--- src/rtl/reaction_pkg.sv ---
// Shared types and constants for the reaction timer control core.
package reaction_pkg;

    localparam int MS_W  = 14;
    localparam int DLY_W = 12;

    localparam logic [15:0] LFSR_SEED = 16'hACE1;

    typedef enum logic [2:0] {
        ST_IDLE    = 3'd0,
        ST_WAIT    = 3'd1,
        ST_ARMED   = 3'd2,
        ST_DONE    = 3'd3,
        ST_EARLY   = 3'd4,
        ST_TIMEOUT = 3'd5
    } rt_state_t;

endpackage

--- src/rtl/lfsr16.sv ---
// Free-running 16-bit Fibonacci LFSR (taps 16/14/13/11), shifting right.
module lfsr16
    import reaction_pkg::*;
(
    input  logic        Clk,
    input  logic        Rst_n,
    output logic [15:0] Q
);

    logic [15:0] q_q, q_d;
    logic        fb;

    always_comb begin
        fb  = q_q[0] ^ q_q[2] ^ q_q[3] ^ q_q[5];
        q_d = {fb, q_q[15:1]};
    end

    // NOTE: state registers take non-blocking assignments so every flop samples pre-edge values.
    always_ff @(posedge Clk or negedge Rst_n) begin
        if (!Rst_n) q_q <= LFSR_SEED;
        else        q_q <= q_d;
    end

    assign Q = q_q;

endmodule

--- src/rtl/reaction_timer_fsm.sv ---
// Reaction timer trial sequencer: random delay, stimulus LED, ms count, early/timeout flags.
// Define BEST_TIME_EN to add the BestMs output tracking the fastest completed trial.
module reaction_timer_fsm
    import reaction_pkg::*;
#(
    parameter int MAX_MS       = 9999,
    parameter int MIN_DELAY_MS = 1000,
    parameter int DELAY_BITS   = 11
) (
    input  logic            Clk,
    input  logic            Rst_n,
    input  logic            ClkMS,
    input  logic            Start,
    input  logic            React,
    output logic            LedOn,
    output logic [MS_W-1:0] ReactMs,
    output logic            Valid,
    output logic            Early,
    output logic            Timeout,
`ifdef BEST_TIME_EN
    output logic [MS_W-1:0] BestMs,
`endif
    output logic [2:0]      State
);

    localparam logic [2:0] S_IDLE    = ST_IDLE;
    localparam logic [2:0] S_WAIT    = ST_WAIT;
    localparam logic [2:0] S_ARMED   = ST_ARMED;
    localparam logic [2:0] S_DONE    = ST_DONE;
    localparam logic [2:0] S_EARLY   = ST_EARLY;
    localparam logic [2:0] S_TIMEOUT = ST_TIMEOUT;

    logic [15:0] lfsr_w;
    logic        unused_lfsr;

    lfsr16 u_lfsr (
        .Clk   (Clk),
        .Rst_n (Rst_n),
        .Q     (lfsr_w)
    );

    assign unused_lfsr = ^lfsr_w[15:DELAY_BITS];

    // Each input is registered once; the pulse compares it against its previous sample.
    logic clkms_q, clkms_prev_q, start_q, start_prev_q, react_q, react_prev_q;
    logic ms_tick, start_p, react_p;

    always_ff @(posedge Clk or negedge Rst_n) begin
        if (!Rst_n) begin
            clkms_q      <= 1'b0;
            clkms_prev_q <= 1'b0;
            start_q      <= 1'b0;
            start_prev_q <= 1'b0;
            react_q      <= 1'b0;
            react_prev_q <= 1'b0;
        end else begin
            clkms_q      <= ClkMS;
            clkms_prev_q <= clkms_q;
            start_q      <= Start;
            start_prev_q <= start_q;
            react_q      <= React;
            react_prev_q <= react_q;
        end
    end

    assign ms_tick = clkms_q & ~clkms_prev_q;
    assign start_p = start_q & ~start_prev_q;
    assign react_p = react_q & ~react_prev_q;

    logic [2:0]       state_q, state_d;
    logic [DLY_W-1:0] delay_q, delay_d;
    logic [MS_W-1:0]  ms_q, ms_d;
    logic             led_q, led_d, valid_q, valid_d, early_q, early_d, timeout_q, timeout_d;

    always_comb begin
        // NOTE: every output of this block gets a default first, so no path can infer a latch.
        state_d   = state_q;
        delay_d   = delay_q;
        ms_d      = ms_q;
        led_d     = led_q;
        valid_d   = valid_q;
        early_d   = early_q;
        timeout_d = timeout_q;
        case (state_q)
            S_IDLE, S_DONE, S_EARLY, S_TIMEOUT: begin
                if (start_p) begin
                    state_d   = S_WAIT;
                    delay_d   = DLY_W'(MIN_DELAY_MS) + DLY_W'(lfsr_w[DELAY_BITS-1:0]);
                    ms_d      = '0;
                    led_d     = 1'b0;
                    valid_d   = 1'b0;
                    early_d   = 1'b0;
                    timeout_d = 1'b0;
                end
            end
            S_WAIT: begin
                // A press always wins over a tick, even the one that would arm the LED.
                if (react_p) begin
                    state_d = S_EARLY;
                    early_d = 1'b1;
                end else if (ms_tick) begin
                    if (delay_q == DLY_W'(1)) begin
                        state_d = S_ARMED;
                        led_d   = 1'b1;
                        ms_d    = '0;
                    end else begin
                        delay_d = delay_q - DLY_W'(1);
                    end
                end
            end
            S_ARMED: begin
                if (react_p) begin
                    state_d = S_DONE;
                    valid_d = 1'b1;
                    led_d   = 1'b0;
                end else if (ms_tick) begin
                    if (ms_q >= MS_W'(MAX_MS - 1)) begin
                        state_d   = S_TIMEOUT;
                        ms_d      = MS_W'(MAX_MS);
                        timeout_d = 1'b1;
                        led_d     = 1'b0;
                    end else begin
                        ms_d = ms_q + MS_W'(1);
                    end
                end
            end
            default: state_d = S_IDLE;
        endcase
    end

    always_ff @(posedge Clk or negedge Rst_n) begin
        if (!Rst_n) begin
            state_q   <= S_IDLE;
            delay_q   <= '0;
            ms_q      <= '0;
            led_q     <= 1'b0;
            valid_q   <= 1'b0;
            early_q   <= 1'b0;
            timeout_q <= 1'b0;
        end else begin
            state_q   <= state_d;
            delay_q   <= delay_d;
            ms_q      <= ms_d;
            led_q     <= led_d;
            valid_q   <= valid_d;
            early_q   <= early_d;
            timeout_q <= timeout_d;
        end
    end

`ifdef BEST_TIME_EN
    logic [MS_W-1:0] best_q, best_d;

    always_comb begin
        best_d = best_q;
        if (state_q == S_ARMED && react_p && ms_q < best_q) best_d = ms_q;
    end

    always_ff @(posedge Clk or negedge Rst_n) begin
        if (!Rst_n) best_q <= MS_W'(MAX_MS);
        else        best_q <= best_d;
    end

    assign BestMs = best_q;
`endif

    assign State   = state_q;
    assign LedOn   = led_q;
    assign ReactMs = ms_q;
    assign Valid   = valid_q;
    assign Early   = early_q;
    assign Timeout = timeout_q;

endmodule

--- config.mk ---
export PLATFORM = sky130hd
export DESIGN_NAME = reaction_timer_fsm
export DESIGN_NICKNAME = d
export VERILOG_FILES = /design/src/rtl/reaction_pkg.sv /design/src/rtl/lfsr16.sv /design/src/rtl/reaction_timer_fsm.sv
export SDC_FILE = /design/constraint.sdc
export NUM_CORES = 1
export LEC_CHECK = 0
export CAP_MARGIN = 30
export CORE_MARGIN = 3
export CORE_UTILIZATION = 60
export CTS_BUF_LIST = sky130_fd_sc_hd__clkbuf_4
export CTS_CLUSTER_DIAMETER = 30
export DETAILED_ROUTE_END_ITERATION = 10
export PLACE_DENSITY_LB_ADDON = 0.05
export SLEW_MARGIN = 0
export SYNTH_ARGS = -nofsm -noshare
export SYNTH_HDL_FRONTEND = slang
export SYNTH_SLANG_ARGS = --single-unit
export TNS_END_PERCENT = 5
--- constraint.sdc ---
create_clock -name Clk -period 3.5 [get_ports Clk]
set_input_delay 0.525 -clock Clk [delete_from_list [all_inputs] [get_ports Clk]]
set_output_delay 0.525 -clock Clk [all_outputs]
set_load 0.02 [all_outputs]
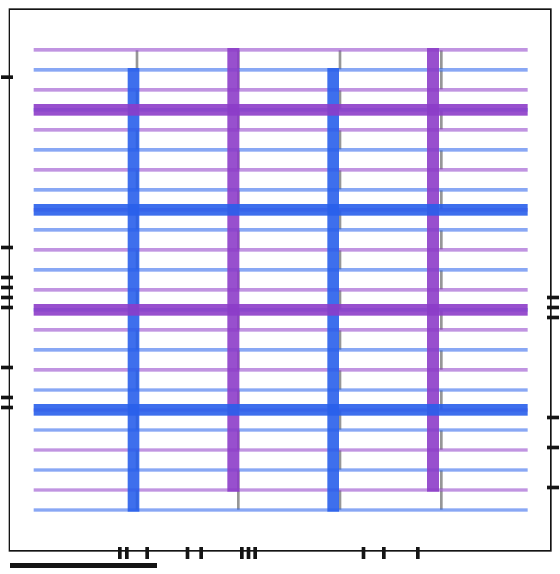
*Power grid*
Scale bar: 20 um. Pins as bars on the die edge. Tap cells in grey.
Blue shows VSS. Purple shows VDD.
24 met1 rails follow the rows. 4 straps on met4. 50 tap cells. 26 signal pins sit on the boundary.
Die Y: 73.41 um
Die Wd: 73.41 um

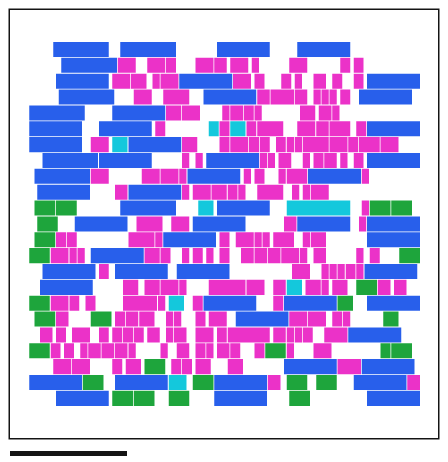
*Placement by cell class*
Scale bar: 20 um.
Green shows other buffers and delay cells, cells 27, share of their area 8.6%. Cyan shows clock drivers and dummy loads, cells 8, share of their area 2.7%. Blue shows flops, cells 55, share of their area 46%. Magenta shows all other logic, cells 206, share of their area 43%.
final instance area: 3087 um^2
register share of the cell area: 0.4491
Rows: 23

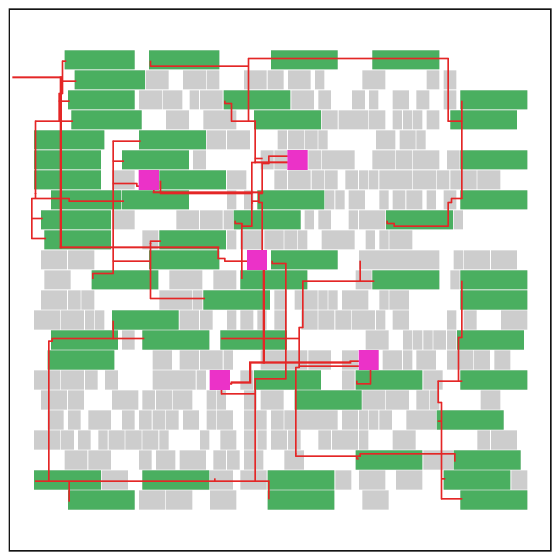
*Clock wires, drivers and flops*
Red shows clock wires, length 614 um. Green shows flip-flops, count 55. Magenta shows cells driving clock nets, count 5.
There are 6 routed clock nets.
power share of the clock group: 0.160
clk_lat worst skew: 0.38 ns
clk pwr: 0.351 mW

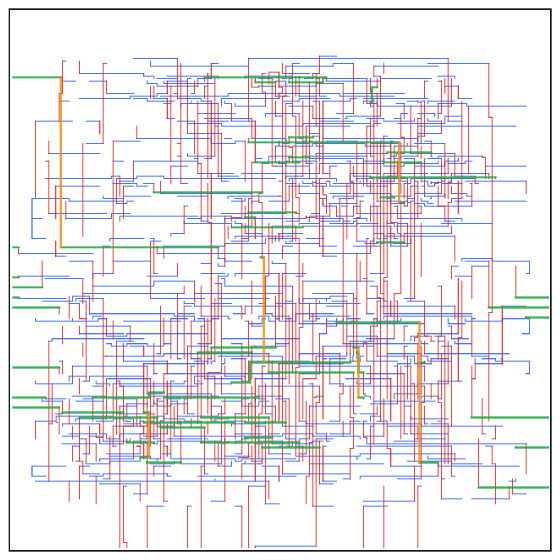
*Metal layers overlaid*
Blue shows met1, wire length 2810 um. Green shows met3, wire length 399 um. Orange shows met4, wire length 77.5 um. Red shows met2, wire length 2540 um.
Via Count: 2239
Routed WL per cell: 16.82 um
Tot GR Track Use: 0.2394
overall routed net length: 5.821 mm

==> flow_metrics.env <==
# physical design summary
export IMPL_tritoncts="done"
export IMPL_ys_ff=55
export IMPL_first_pass_iters=4
export IMPL_skew_ns=0.01945
export IMPL_slowest_stage="or4_4"
export IMPL_critical_path_class="reg -> reg"
export IMPL_cp_startpoint="delay_q[4]"
export IMPL_period_used=0.7232
export IMPL_h_tree_depth=2
export IMPL_lay_top_count="dfrtp_1"
export IMPL_hp_class="in -> async"
export IMPL_reg2reg_to="ReactMs[2]"
export IMPL_wl_met3_um=398
export IMPL_ctsHoldBuffers=0
export IMPL_synth_area_top_cells="dfrtp_1 43%, dfstp_2 7.7%, nand2_1 3.9%"
export IMPL_top_area_frac=0.4314
export IMPL_r2r_cells=6
export IMPL_ys_area_um2=2726
export IMPL_met2WireLength_mm=2.537
export IMPL_crit_chain="or4_4, and4bb_2, a21oi_2, a211o_1, a21oi_1, a2bb2oi_1"
export IMPL_critPathLaunchType="register"
export IMPL_p_leak_nw=1.292
export IMPL_power_share_combinational=0.448
export IMPL_ys_cells=272
export IMPL_yosys_most_used_dff="dfrtp_1"
export IMPL_top_cells_by_count="47 x dfrtp_1, 28 x nand2_1, 20 x a21oi_1"
export IMPL_cp_top_family="AND-OR/OR-AND gates"
export IMPL_fin_crit_ns=2.531
export IMPL_maxCapViolations=0
export IMPL_place_ws_ns=1.043
export IMPL_die_area_um2=5389
export IMPL_grt_ovfl_total=0
export IMPL_grt_use_met3=0.04378
export IMPL_status="finished clean"
export IMPL_arrival_ns=2.83
export IMPL_power_density_nw_per_um2=710.6
export IMPL_gp_congestion=0.8879
export IMPL_dr_max_layer_used="met4"
export IMPL_cts_resized_gates=0
export IMPL_drc_errors=0
export IMPL_drv_slew=0
export IMPL_fin_setup_tns_ns=0
export IMPL_postCtsSetupBuffers=0
export IMPL_peakVddDrop_v=0.0004081
export IMPL_fp_util=0.6489
export IMPL_crit_cells=6
export IMPL_critical_path_endpoint="ReactMs[2]"
export IMPL_yosysWarningCount=0
export IMPL_fin_ws_ns=0.9689
export IMPL_antenna_found_initial=0
export IMPL_setup_viol=0
export IMPL_ys_types=52
export IMPL_grtUsageMet2=0.3505
export IMPL_path_max_fanout=16
export IMPL_grt_pass1_vias=2107
export IMPL_wl_met1_mm=2.807
export IMPL_cp_slowest_stage_delay_ns=0.58
export IMPL_r2r_setup_slack_ns=0.97
export IMPL_fmax_ghz=0.3951
export IMPL_reg2reg_from="delay_q[4]"
export IMPL_power_switching_mw=0.9137
export IMPL_antenna_cells=0
export IMPL_syn_nets=282
export IMPL_viasPerCell=6.471
export IMPL_final_cell_mix="47 x dfrtp_1, 28 x nand2_1, 24 x clkdlybuf4s50_1, 20 x a21oi_1, 19 x nor2_1"
export IMPL_edf_count=0
export IMPL_grt_first_pass_wirelength_mm=10.11
export IMPL_dpl_hpwl_mm=4.104
export IMPL_io_pins=26
export IMPL_top_usage_layer="met1"
power groups by stage:
stage          sequential (mW)  clock (mW)  combinational (mW)
4_1_cts                  0.857       0.360               0.974
3_3_place_gp             0.867           0               0.955
2_1_floorplan            0.879           0               0.698
3_5_place_dp             0.868           0               0.967
5_1_grt                  0.875       0.386                1.08
6_report                 0.861       0.351               0.982
registers in the layout, summed over array words and instances, names as in the netlist:
name / count
State: 3
start_prev_q: 1
ReactMs: 14
LedOn: 1
clkms_prev_q: 1
Early: 1
clkms_q: 1
Valid: 1
react_prev_q: 1
react_q: 1
Timeout: 1
u_lfsr.Q: 16
delay_q: 12
start_q: 1
cell type report:
class                   instances  area [um^2]
well taps                      50        62.56
multi-input cells             198         1266
repair buffers                 27        260.3
clock buffers                   5        37.54
flip-flops and latches         55         1386
inverters                       8        30.03
clock inverters                 3        43.79
fillers                       300         1115
through the flow:
step                      instance area, um^2  instances  hold WS, ns  utilization  power (mW)
after floorplan                          2726        272       0.2294            -       1.577
after global placement                   3005        338       0.3379       0.7153       1.822
after detailed placement                 3005        338       0.3392       0.7153       1.835
after CTS                                3087        346       0.2820       0.7347       2.191
after global routing                     3087        346       0.3157       0.7347       2.346
final                                    3087        346       0.2634       0.7347       2.193
worst register-to-register path, delay by kind of cell, from the launching register on:
kind	cells	cell delay (ns)
and+or+nand+nor	2	0.97
AOI/OAI and AO/OA	4	1.02
DFF	1	0.47
cells by family after synthesis:
kind of cell,share of synthesized area
compound gates,0.2276
xor+xnor,0.03534
fa+ha+maj,0.02662
buf+inv,0.02708
flops,0.5085
mux,0.008260
simple gates,0.1666
No activity file was given, so power comes from the tool's default toggle rates.
